==> config.mk <==
export PLATFORM = sky130hd
export DESIGN_NAME = fetch_stage
export DESIGN_NICKNAME = d
export VERILOG_FILES = /design/src/rtl/fetch_stage.sv
export SDC_FILE = /design/constraint.sdc
export NUM_CORES = 1
export LEC_CHECK = 0
export CORE_MARGIN = 1.5
export CORE_UTILIZATION = 48
export CTS_CLUSTER_SIZE = 40
export DETAILED_ROUTE_END_ITERATION = 8
export PLACE_DENSITY_LB_ADDON = 0.15
export SYNTH_ARGS = -nofsm -noshare
export SYNTH_HDL_FRONTEND = slang
export SYNTH_SLANG_ARGS = --single-unit
==> constraint.sdc <==
create_clock -name clk -period 3.4 [get_ports clk]
set_input_delay 0.68 -clock clk [delete_from_list [all_inputs] [get_ports clk]]
set_output_delay 0.68 -clock clk [all_outputs]
set_load 0.005 [all_outputs]
==> src/rtl/fetch_stage.sv <==
// Instruction fetch: owns the PC and the IF/ID register for the RV32I pipeline.
// Latency: the word addressed by pc_q lands in IF/ID on the next rising edge.
// Backpressure: stall_i freezes the PC and IF/ID; a taken branch overrides a stall and inserts a bubble.
module fetch_stage #(
    parameter logic [31:0] RESET_PC   = 32'h0000_0000,
    parameter int          IMEM_BYTES = 128,
    parameter logic [31:0] NOP_INSTR  = 32'h0000_0000
) (
    input  logic        clk,
    input  logic        rst_n,
    input  logic        stall_i,
    input  logic        branch_taken_i,
    input  logic [31:0] branch_target_i,
    output logic [31:0] imem_addr_o,
    input  logic [31:0] imem_instr_i,
    output logic [31:0] ifid_pc_o,
    output logic [31:0] ifid_pc_plus4_o,
    output logic [31:0] ifid_instr_o,
    output logic        ifid_valid_o,
    output logic        done_o,
    output logic        misalign_o,
    output logic [31:0] fetch_count_o,
    output logic [15:0] flush_count_o
);

    logic [31:0] r_pc;
    logic [31:0] r_ifid_pc;
    logic [31:0] r_ifid_pc_plus4;
    logic [31:0] r_ifid_instr;
    logic        r_ifid_valid;
    logic        r_done;
    logic        r_misalign;
    logic [31:0] r_fetch_count;
    logic [15:0] r_flush_count;

    logic [31:0] w_pc_plus4;
    logic [31:0] w_target;
    logic        w_pc_oor;
    logic        w_target_oor;

    // 33-bit compares so a PC near 2^32 cannot wrap back into range.
    assign w_pc_plus4   = r_pc + 32'd4;
    assign w_target     = {branch_target_i[31:2], 2'b00};
    assign w_pc_oor     = ({1'b0, r_pc} + 33'd3) >= 33'(IMEM_BYTES);
    assign w_target_oor = ({1'b0, w_target} + 33'd3) >= 33'(IMEM_BYTES);

    always_ff @(posedge clk or negedge rst_n) begin
        if (!rst_n) begin
            r_pc            <= RESET_PC;
            r_ifid_pc       <= 32'h0000_0000;
            r_ifid_pc_plus4 <= 32'h0000_0004;
            r_ifid_instr    <= NOP_INSTR;
            r_ifid_valid    <= 1'b0;
            r_done          <= 1'b0;
            r_misalign      <= 1'b0;
            r_fetch_count   <= 32'h0000_0000;
            r_flush_count   <= 16'h0000;
        end else if (branch_taken_i) begin
            r_pc         <= w_target;
            r_ifid_instr <= NOP_INSTR;
            r_ifid_valid <= 1'b0;
            if (r_flush_count != 16'hFFFF) begin
                r_flush_count <= r_flush_count + 16'd1;
            end
            if (branch_target_i[1:0] != 2'b00) begin
                r_misalign <= 1'b1;
            end
            // An out-of-range target is caught by the range check on the next edge.
            if (!w_target_oor) begin
                r_done <= 1'b0;
            end
        end else if (stall_i) begin
            r_pc <= r_pc;
        end else if (w_pc_oor) begin
            r_done       <= 1'b1;
            r_ifid_instr <= NOP_INSTR;
            r_ifid_valid <= 1'b0;
        end else begin
            r_pc            <= w_pc_plus4;
            r_ifid_pc       <= r_pc;
            r_ifid_pc_plus4 <= w_pc_plus4;
            r_ifid_instr    <= imem_instr_i;
            r_ifid_valid    <= 1'b1;
            if (r_fetch_count != 32'hFFFF_FFFF) begin
                r_fetch_count <= r_fetch_count + 32'd1;
            end
        end
    end

    assign imem_addr_o     = r_pc;
    assign ifid_pc_o       = r_ifid_pc;
    assign ifid_pc_plus4_o = r_ifid_pc_plus4;
    assign ifid_instr_o    = r_ifid_instr;
    assign ifid_valid_o    = r_ifid_valid;
    assign done_o          = r_done;
    assign misalign_o      = r_misalign;
    assign fetch_count_o   = r_fetch_count;
    assign flush_count_o   = r_flush_count;

endmodule

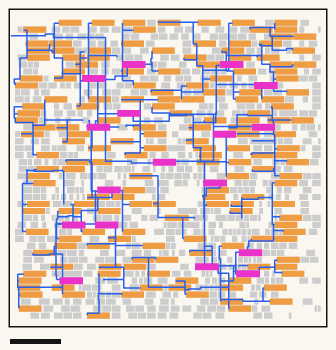
Figure 1: run 1, routed clock nets over the placement.
Scale bar: 20 µm.
Key: blue = clock wires [length 1990 µm]; magenta = clock drivers [count 17]; orange = flip-flops [count 173]
There are 18 routed clock nets.

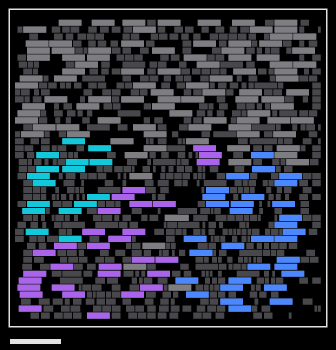
Figure 2: run 1, sequential cells coloured by netlist name.
Scale bar: 20 µm. Other sequential cells in the stronger grey, the rest of the logic in the fainter grey.
Key: purple = `imem_addr_o` [flops 30]; blue = `fetch_count_o` [flops 32]; cyan = `flush_count_o` [flops 16, where middle left]
Another 95 sequential cells are not coloured.
flop share of the area: 0.4273
P_seq: 0.00223 W
Final Util: 0.7244
Flop area: 4330 µm²

==> run_results.csv, run 1 <==
group,metric,value,unit
run_status,status,"completed",
critical_path,worstReg2RegEnd,"fetch_count_o[20]",
yosys,synthArstFlopShare,1.000,
timing,fmax,397.7,MHz
cts,hold_buffers,0,
layout,fillCellCount,1025,
cts,clkLatencyLatePin,0.43,ns
floorplan,rows,43,
routing,drtPass1Iterations,4,
grt,grtUsageTotal,0.2414,
critical_path,critical_path_class,"reg -> reg",
critical_path,cp.required,3.70,ns
grt,grt_max_degree,67,
cts,cts-root-buf,"clkbuf_16",
yosys,synth.most_common_cell,"dfrtp_1",
floorplan,core,13990,µm²
grt,grt_pass1_vias,5260,
pwr,ir_drop,345.5,µV
routing,viasPerCell,5.369,
floorplan,chipWidth,123.3,µm
timing,setup_viol,0,
place,dpl.cell_count,948,
floorplan,fp_util,0.4965,
grt,overflow,0,
place,post-dp-hpwl,12820,µm
layout,nets,858,
yosys,area_leaders,"dfrtp_1, xnor2_1, mux2_2",
timing,relSlewSlack,0.5569,
critical_path,worstRegToRegCells,6,
critical_path,cp-startpoint,"imem_addr_o[10]",
layout,drive_above_1_share,0.1075,
timing,hold_ws,0.2154,ns
yosys,yosysTopAreaCellShare,0.6197,
run,maxCapViolations,0,
critical_path,worstPathArrival,2.82,ns
floorplan,chipArea,15200,µm²
yosys,synth.distinct_cells,42,
layout,n_antenna_cell,0,
yosys,ys_ff,173,
yosys,top_area_cell,"dfrtp_1",
critical_path,crit_path_end,"fetch_count_o[20]",
yosys,syn-cell-area,6945,µm²
yosys,synth_area_per_cell,12.77,µm²
pwr,powerDensity,457.6,nW/µm²
critical_path,r2r-start,"imem_addr_o[10]",
routing,drc,0,
routing,vias,5262,
critical_path,cp_num_buf_inv,1,
critical_path,critPathCaptureType,"flop",
yosys,synth_chip_area,6945,µm²
layout,final_area,10130,µm²
yosys,edf_count,0,
routing,finalWirelength,18030,µm
critical_path,worstPathMaxFanout,20,
grt,met1_usage,0.3093,
cts,cts.clk_slew.worst_paths,0.07,ns
yosys,synthFlopType,"dfrtp_1",
cts,cts.sinks,173,
place,io_buffers,240,
layout,mostFrequentLayoutCell,"clkdlybuf4s50_1",
layout,final_cell_mix,"clkdlybuf4s50_1, dfrtp_1, xnor2_1, nor2b_1",
timing,layout_min_cycle_time,2.514,ns
cts,post_cts_buffers,0,
timing,rsz0062_at_grt,"false",
place,place_area,9543,µm²
floorplan,ios,247,
place,routabilityCongestion,0.8179,
grt,met2_usage,0.3882,
grt,use_met3,0.07380,
floorplan,die_h,123.3,µm
routing,avgRoutedWirePerCell,18.39,µm
yosys,top_cells_by_count,"dfrtp_1, nor2b_1, xnor2_1",
cts,htree_levels,4,
critical_path,cp.depth,6,
timing,hold_viol_final,0,
timing,setup_tns,0,ns
yosys,ys_seq_share,0.6235,
critical_path,worstPathCellList,"nor4_1, nand4_1, nor2_4, buf_4, nand4_1, xnor2_1",
critical_path,worst_setup_path_start_kind,"flop",
timing,drv_slew,0,
grt,grt_pass1_wl,27850,µm
yosys,ys_cells,544,
critical_path,crit_family,"simple AND/OR/NAND/NOR gates",
critical_path,reg2reg_slack,0.89,ns
critical_path,crit_top_cell,"nand4_1",
timing,clock_skew,0.01528,ns
routing,ant_nets,0,
yosys,yosysWarningCount,0,
cts,cts_tree,"built",
critical_path,critPathSlowestCell,"nor2_4",
critical_path,crit_path_max_incr_delay,0.53,ns
run,tool_warnings,26,
grt,busiest_layer,"met2",
yosys,synthesis.instances,544,
layout,instances_no_fill,980,
cts,clockBufferDepth,2,
grt,antenna_found_initial,1,
routing,drtIter0Drc,367,
timing,worst_pin_slew,0.6586,ns
place,place_ws,0.7050,ns
timing,fin_ws,0.8858,ns
pwr,p_leak,4.420,nW
hold_path,worst_hold_path_type,"in -> async",
layout,area_delta_synth_final,45.90,%
cts,cts_buffers,17,
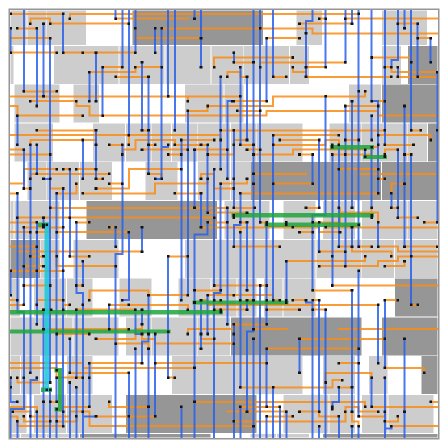
Figure 3: run 1, zoomed window.
Window x 77 to 107, y 16 to 46 µm. Cells in grey, sequential cells in the stronger grey; small squares are vias.
Key: orange = metal 1; green = metal 3; blue = metal 2; cyan = metal 4
75 logic cells have their middle in the window. Most frequent: xnor2_1 (14), nand4_1 (11), nand3_1 (8). Netlist names of flops here include `fetch_count_o` (5). Sequential cells in the window: 5.

[run 1: registers in the layout, summed over array words and instances, names as in the netlist]
| register | flops |
|---|---|
| flush_count_o | 16 |
| ifid_pc_o | 30 |
| misalign_o | 1 |
| ifid_pc_plus4_o | 30 |
| ifid_instr_o | 32 |
| fetch_count_o | 32 |
| done_o | 1 |
| imem_addr_o | 30 |
| ifid_valid_o | 1 |
[run 1: logic make-up (layout without fill, tap and decap cells)]
logic type	Yosys count	count (layout)	share of synthesized area
AND/OR/NAND/NOR	194	194	0.1690
flip-flops	173	173	0.6235
AND-OR/OR-AND	54	54	0.05909
XOR/XNOR	52	52	0.06557
buffers and inverters	34	285	0.02360
multiplexers	33	33	0.05332
adder cells (fa/ha/maj)	3	3	0.005405
other	1	6	0.0005399
[run 1: per-layer routing]
| metal | share of wire | vias up | wire length, µm |
|---|---|---|---|
| met5 | 0.00072 | - | 13 |
| met4 | 0.019 | 2 | 350 |
| met3 | 0.066 | 32 | 1191 |
| met2 | 0.50 | 193 | 8950 |
| met1 | 0.42 | 2624 | 7520 |
| li1 | - | 2411 | - |
[run 1: where the power goes]
part           internal [W]  switching, W
logic              0.000281      0.000174
clock network       0.00105      0.000904
registers           0.00213     0.0000941
[run 1: per-stage QoR]
stage | power [W] | utilization
global placement | 0.002707 | 0.6822
finish | 0.004637 | 0.7244
global route | 0.004820 | 0.7244
floorplan | 0.002398 | -
detailed placement | 0.002721 | 0.6822
CTS | 0.004673 | 0.7244
[run 1: cell type report]
type                            count  area, µm²  share of cell area
Clock buffer                       17      425.4             0.04198
Inverter                            3      11.26            0.001111
Timing Repair Buffer              250       2499              0.2466
Multi-Input combinational cell    342       2477              0.2445
Tap cell                          180      225.2             0.02222
Clock inverter                     15      165.2             0.01630
Sequential cell                   173       4330              0.4273
Figure 4. Sizing map (run 1).
Scale bar: 20 µm.
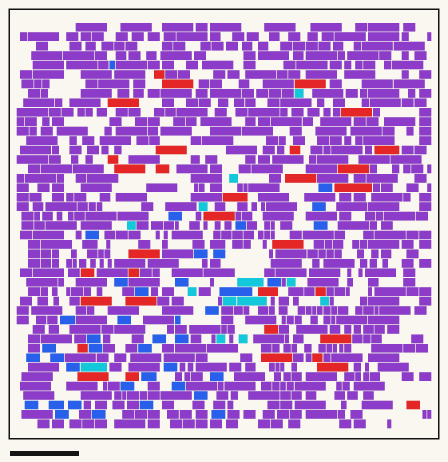

==> run 2: changes to the inputs <==
CORE_UTILIZATION = 41   (was 48)
clock period = 2.1 ns   (was 3.4 ns; I/O delays follow)
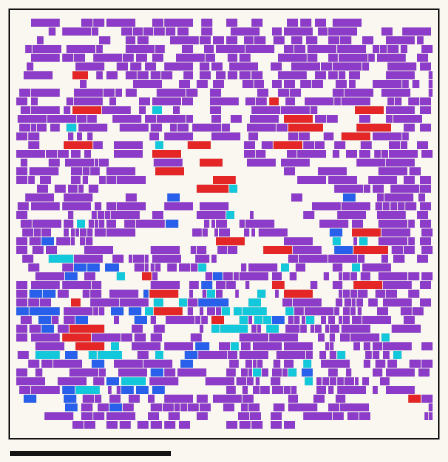
Figure 5: run 2, sizing map.
Scale bar: 50 µm.
Key: red = _6 and larger [cells 32, share 3.9%, most used clkbuf_16]; blue = _2 cells [cells 41, share 5.0%, most used mux2_2]; purple = _0 and _1 cells [cells 709, share 86%, most used clkdlybuf4s50_1]; cyan = _3 and _4 cells [cells 45, share 5.4%, most used buf_4]

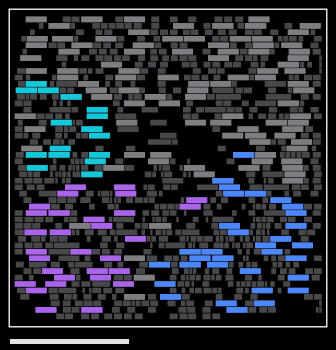
Figure 6: run 2, sequential cells coloured by netlist name.
Scale bar: 50 µm. Other sequential cells in the stronger grey, the rest of the logic in the fainter grey.
Key: cyan = `flush_count_o` [flops 16, where middle left]; blue = `fetch_count_o` [flops 32]; purple = `imem_addr_o` [flops 30, where lower left]
flop share of the area: 0.4106
Flop area: 4332 µm²
P_seq: 0.00362 W
Final Util: 0.6362

==> run_results.csv, run 2 <==
group,metric,value,unit
run_status,status,"completed",
routing,vias,5239,
timing,hold_ws,0.4285,ns
yosys,synthesis.instances,544,
timing,fin_crit_sh,0.9782,
yosys,yosysWarningCount,0,
floorplan,ios,247,
grt,grt_pass1_vias,5311,
grt,met1_usage,0.2686,
cts,cts_tree,"built",
yosys,syn-cell-area,6945,µm²
yosys,synthFlopType,"dfrtp_1",
routing,met1Wirelength,7693,µm
floorplan,core,16580,µm²
pwr,power_frac_seq,0.466,
layout,n_antenna_cell,0,
timing,worst_pin_slew,0.5418,ns
yosys,ys_sh_mux,0.05332,
critical_path,worstPathCellList,"nand3_2, or4_4, nor4_4, buf_4, nand4_1, xnor2_2",
place,io_buffers,240,
yosys,xor_share,0.06557,
timing,hold_viol_final,0,
timing,relSlewSlack,0.6388,
grt,grtUsageTotal,0.2063,
floorplan,fp_util,0.4188,
yosys,yosys.area_share.adder,0.005404,
timing,layout_min_cycle_time,2.054,ns
grt,met2_usage,0.3209,
floorplan,chipWidth,133.2,µm
critical_path,cp_num_buf_inv,1,
layout,nets,885,
routing,finalWirelength,17970,µm
cts,post_cts_buffers,2,
routing,viasPerCell,5.004,
layout,drive_above_1_share,0.1427,
hold_path,worst_hold_path_type,"in -> reg",
grt,use_met3,0.07268,
timing,setup_viol,0,
pwr,powerDensity,736.1,nW/µm²
yosys,synth_chip_area,6945,µm²
timing,fmax,486.8,MHz
cts,cts.repair.resized,3,
timing,clock_skew,0.01208,ns
layout,final_cell_mix,"clkdlybuf4s50_1, dfrtp_1, nor2b_1, xnor2_1",
pwr,p_comb_frac,0.098,
critical_path,crit_family,"simple AND/OR/NAND/NOR gates",
yosys,top_area_cell,"dfrtp_1",
cts,cts.clk_slew.worst_paths,0.06,ns
cts,htree_levels,4,
yosys,synth.most_common_cell,"dfrtp_1",
grt,grt_max_degree,63,
floorplan,rows,47,
routing,highest_layer,"met4",
routing,drtPass1Iterations,4,
routing,drc,0,
routing,routed-wl-met2,8631,µm
floorplan,die_h,133.2,µm
yosys,yosysTopAreaCellShare,0.6197,
yosys,synth_area_per_cell,12.77,µm²
pwr,ir_drop,702.7,µV
timing,rsz0062_at_grt,"true",
cts,clkLatencyLatePin,0.42,ns
yosys,synthArstFlopShare,1.000,
critical_path,cp.required,2.39,ns
critical_path,worstPathArrival,2.35,ns
layout,area_delta_synth_final,51.90,%
pwr,p_total,0.007766,W
place,post-dp-hpwl,12930,µm
routing,ant_nets,0,
yosys,area_leaders,"dfrtp_1, xnor2_1, mux2_2",
pwr,p_leak,4.605,nW
cts,clockBufferDepth,2,
grt,antenna_found_initial,0,
yosys,edf_count,0,
pwr,switching_share,0.2302,
critical_path,critPathSlowestCell,"or4_4",
yosys,aoi_share,0.05909,
critical_path,critPathCaptureType,"flop",
grt,busiest_layer,"met2",
yosys,ys_ff,173,
cts,cts_buffers,17,
layout,instances_no_fill,1047,
critical_path,worst_setup_path_start_kind,"flop",
routing,avgRoutedWirePerCell,17.17,µm
routing,wl_met3,1183,µm
layout,mostFrequentLayoutCell,"clkdlybuf4s50_1",
yosys,ys_cells,544,
run,tool_warnings,27,
critical_path,crit_path_max_incr_delay,0.58,ns
yosys,ys_seq_share,0.6235,
critical_path,critical_path_class,"reg -> reg",
grt,grt_pass1_wl,28510,µm
grt,overflow,0,
timing,drv_slew,0,
routing,drtIter0Drc,282,
pwr,power_switching,0.001788,W
yosys,top_cells_by_count,"dfrtp_1, nor2b_1, xnor2_1",
yosys,simple_gate_area_frac,0.1690,
pwr,p_int,0.005979,W
cts,cts.sinks,173,
yosys,topCombFamilyByArea,"simple AND/OR/NAND/NOR gates",
critical_path,worstPathMaxFanout,6,
place,dpl.cell_count,1006,
run,maxCapViolations,0,
pwr,pwr-share-clk,0.436,
floorplan,chipArea,17730,µm²
place,routabilityCongestion,0.8184,
yosys,synth.distinct_cells,42,
cts,hold_buffers,1,
cts,cts-root-buf,"clkbuf_16",
-- run 2: power groups by stage --
stage / logic (W) / registers [W] / clock network [W]
3_5_place_dp: 0.000755 / 0.00366 / 0
4_1_cts: 0.000762 / 0.00361 / 0.00347
6_report: 0.000762 / 0.00362 / 0.00338
5_1_grt: 0.000833 / 0.00364 / 0.00361
2_1_floorplan: 0.000237 / 0.00365 / 0
3_3_place_gp: 0.000744 / 0.00366 / 0
-- run 2: final timing paths --
check | start | to | slack [ns] | depth (start not counted)
setup / recovery | fetch_count_o[14] | fetch_count_o[25] | 0.05 | 6
hold / removal | branch_taken_i | ifid_pc_plus4_o[2] | 0.43 | 5
setup reg to reg | fetch_count_o[14] | fetch_count_o[25] | 0.05 | 6
hold reg to reg | misalign_o | misalign_o | 0.47 | 1
max in group asynchronous | rst_n | flush_count_o[5] | 0.93 | 3
min in group asynchronous | rst_n | fetch_count_o[8] | 0.50 | 2
-- run 2: area by class of cell --
class / count / area, µm²
Timing Repair Buffer: 276 / 2733
Fill cell: 1287 / 6033
Sequential cell: 173 / 4332
Tap cell: 220 / 275.3
Clock buffer: 18 / 439.2
Clock inverter: 14 / 206.4
Multi-Input combinational cell: 343 / 2554
Inverter: 3 / 11.26
-- run 2: metrics by stage --
step	TNS, ns	setup slack (ns)	cell area, µm²
2_1_floorplan	0	0.2298	6964
3_3_place_gp	-0.06724	-0.01664	9753
3_5_place_dp	-0.05025	-0.02669	9753
4_1_cts	0	0.003754	10440
5_1_grt	-0.05920	-0.04393	10550
6_report	0	0.04585	10550
-- run 2: worst register-to-register path: cells and delay by family (launching register included) --
family	cells	cell delay, ns
XOR/XNOR	1	0.18
buffers and inverters	1	0.18
AND/OR/NAND/NOR	4	1.14
flip-flops	1	0.43
Figure 7. Routed clock nets over the placement (run 2).
Scale bar: 50 µm.
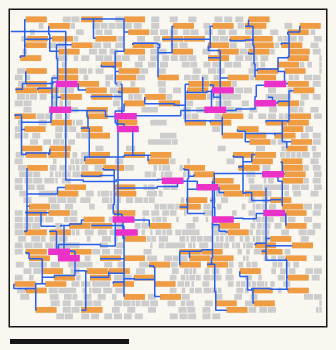

==> run 3: changes to the inputs <==
CORE_MARGIN = not set   (was 1.5)
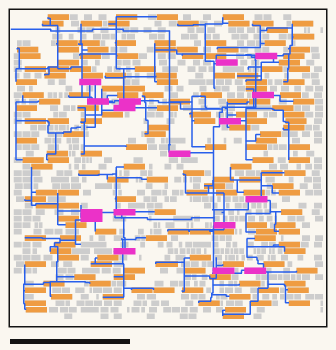
Figure 8: run 3, routed clock nets over the placement.
Scale bar: 50 µm.
Key: orange = flip-flops [count 173]; magenta = clock drivers [count 17]; blue = clock wires [length 2100 µm]
Position of the flops: spread over the die. There are 18 routed clock nets.
clock share of power: 0.424
Late-Pin Clk Latency: 0.43 ns
Layout Skew: 0.009908 ns

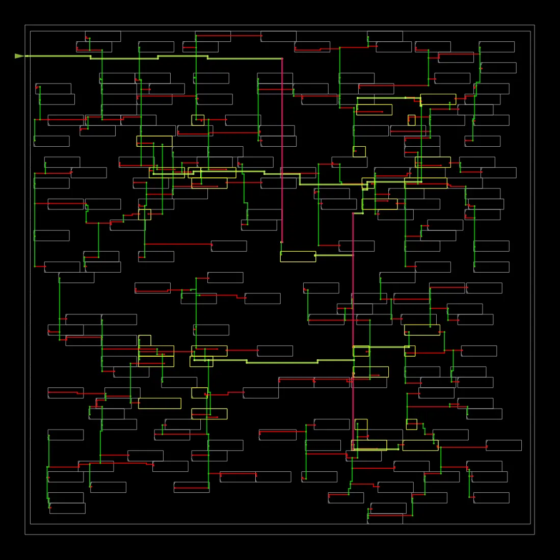
Figure 9: run 3, clock routing.
clkbuf count: 17
CTS Sinks: 173

==> run_results.csv, run 3 <==
group,metric,value,unit
floorplan,fp_util,0.4188,
cts,cts_tree,"built",
layout,drive_above_1_share,0.1378,
cts,clockBufferDepth,2,
floorplan,chipArea,17460,µm²
layout,nets,885,
critical_path,worstRegToRegCells,6,
yosys,synthesis.instances,544,
floorplan,rows,47,
grt,grt_max_degree,59,
grt,overflow,0,
place,post-dp-hpwl,12700,µm
critical_path,critPathCaptureType,"flop",
grt,met1_usage,0.2901,
yosys,synth.distinct_cells,42,
routing,finalWirelength,18120,µm
yosys,synth_chip_area,6945,µm²
grt,grt_pass1_vias,5352,
pwr,ir_drop,568.6,µV
critical_path,critical_path_class,"reg -> reg",
pwr,p_comb_frac,0.101,
run_status,status,"completed",
hold_path,hold_depth,4,
yosys,yosysTopAreaCellShare,0.6197,
grt,grt_pass1_wl,29250,µm
pwr,p_total,0.007633,W
yosys,area_leaders,"dfrtp_1, xnor2_1, mux2_2",
cts,cts-root-buf,"clkbuf_16",
yosys,syn-cell-area,6945,µm²
pwr,p_int,0.005731,W
routing,ant_nets,0,
routing,wl_met3,1086,µm
yosys,ys_ff,173,
timing,relSlewSlack,0.6151,
layout,final_cell_mix,"clkdlybuf4s50_1, dfrtp_1, xnor2_1, nor2b_1",
timing,setup_tns,0,ns
grt,antenna_found_initial,1,
critical_path,cp.depth,6,
grt,busiest_layer,"met2",
yosys,ys_cells,544,
timing,worst_pin_slew,0.5773,ns
timing,setup_viol,0,
layout,final_area,10540,µm²
layout,fillCellCount,1316,
critical_path,worst_setup_path_start_kind,"flop",
grt,use_met3,0.06728,
place,place_area,9816,µm²
place,dpl.cell_count,1011,
yosys,edf_count,0,
floorplan,core,16580,µm²
timing,fmax,499.6,MHz
routing,drtIter0Drc,296,
layout,instances_no_fill,1048,
hold_path,worst_hold_path_type,"in -> reg",
routing,met1Wirelength,8222,µm
yosys,synth.most_common_cell,"dfrtp_1",
yosys,synthFlopType,"dfrtp_1",
critical_path,worstPathMaxFanout,8,
yosys,top_area_cell,"dfrtp_1",
timing,hold_ws,0.4697,ns
routing,drtPass1Iterations,4,
timing,fin_ws,0.09820,ns
timing,drv_slew,0,
critical_path,cp_num_buf_inv,1,
routing,avgRoutedWirePerCell,17.29,µm
routing,vias,5244,
layout,comb_area,2534,µm²
yosys,yosysWarningCount,0,
timing,layout_min_cycle_time,2.002,ns
layout,area_delta_synth_final,51.72,%
floorplan,ios,247,
grt,met2_usage,0.3383,
place,routabilityCongestion,0.8193,
critical_path,critPathSlowestCell,"dfrtp_1",
pwr,p_leak,4.588,nW
routing,drc,0,
pwr,powerDensity,724.4,nW/µm²
floorplan,die_h,132.2,µm
pwr,power_frac_seq,0.475,
place,place_ws,-0.1041,ns
run,maxCapViolations,0,
critical_path,cp.required,2.40,ns
yosys,ys_seq_share,0.6235,
pwr,power_switching,0.001902,W
[run 3: cell counts after synthesis]
Identical to the previous run, type by type.
[run 3: power by group through the flow]
stage                     Sequential, W  Clock [W]  Combinational (W)
final                           0.00362    0.00324           0.000772
after detailed placement        0.00366          0           0.000773
after global routing            0.00365    0.00343           0.000842
after CTS                       0.00361    0.00329           0.000780
after global placement          0.00366          0           0.000763
after floorplan                 0.00365          0           0.000237
[run 3: final cells by class]
type,count,area share
clock inverters,15,0.01710
multi-input cells,342,0.2404
repair buffers,277,0.2637
flip-flops and latches,173,0.4109
inverters,3,0.001069
diodes,1,0.0002375
well taps,220,0.02612
clock buffers,17,0.04037
[run 3: what timing repair did]
action                     in CTS  in global routing
pin swaps                       0                  2
cloned                          0                  1
setup endpoints to repair     117                 66
buffers inserted                0                  2
hold buffers                    1                  0
hold endpoints to repair       36                  0
gates resized                   2                  7
[run 3: kinds of logic (layout without fill, tap and decap cells)]
family,after synthesis,in the layout,share of synthesized area
AOI/OAI and AO/OA,54,54,0.05909
and+or+nand+nor,194,194,0.1690
buffers and inverters,34,312,0.02360
xor gates and xnor gates,52,52,0.06557
other,1,7,0.0005399
adders and majority gates,3,3,0.005405
muxes,33,33,0.05332
DFF,173,173,0.6235
[run 3: path summary, 6_finish.rpt]
check,slack [ns],end,from
setup / recovery,0.1,imem_addr_o[5],imem_addr_o[27]
min in group asynchronous,0.52,fetch_count_o[26],rst_n
setup reg to reg,0.1,imem_addr_o[5],imem_addr_o[27]
hold reg to reg,0.50,ifid_pc_o[31],ifid_pc_o[31]
max in group asynchronous,0.85,flush_count_o[3],rst_n
hold / removal,0.47,imem_addr_o[2],branch_taken_i
Power and IR drop assume default switching activity.
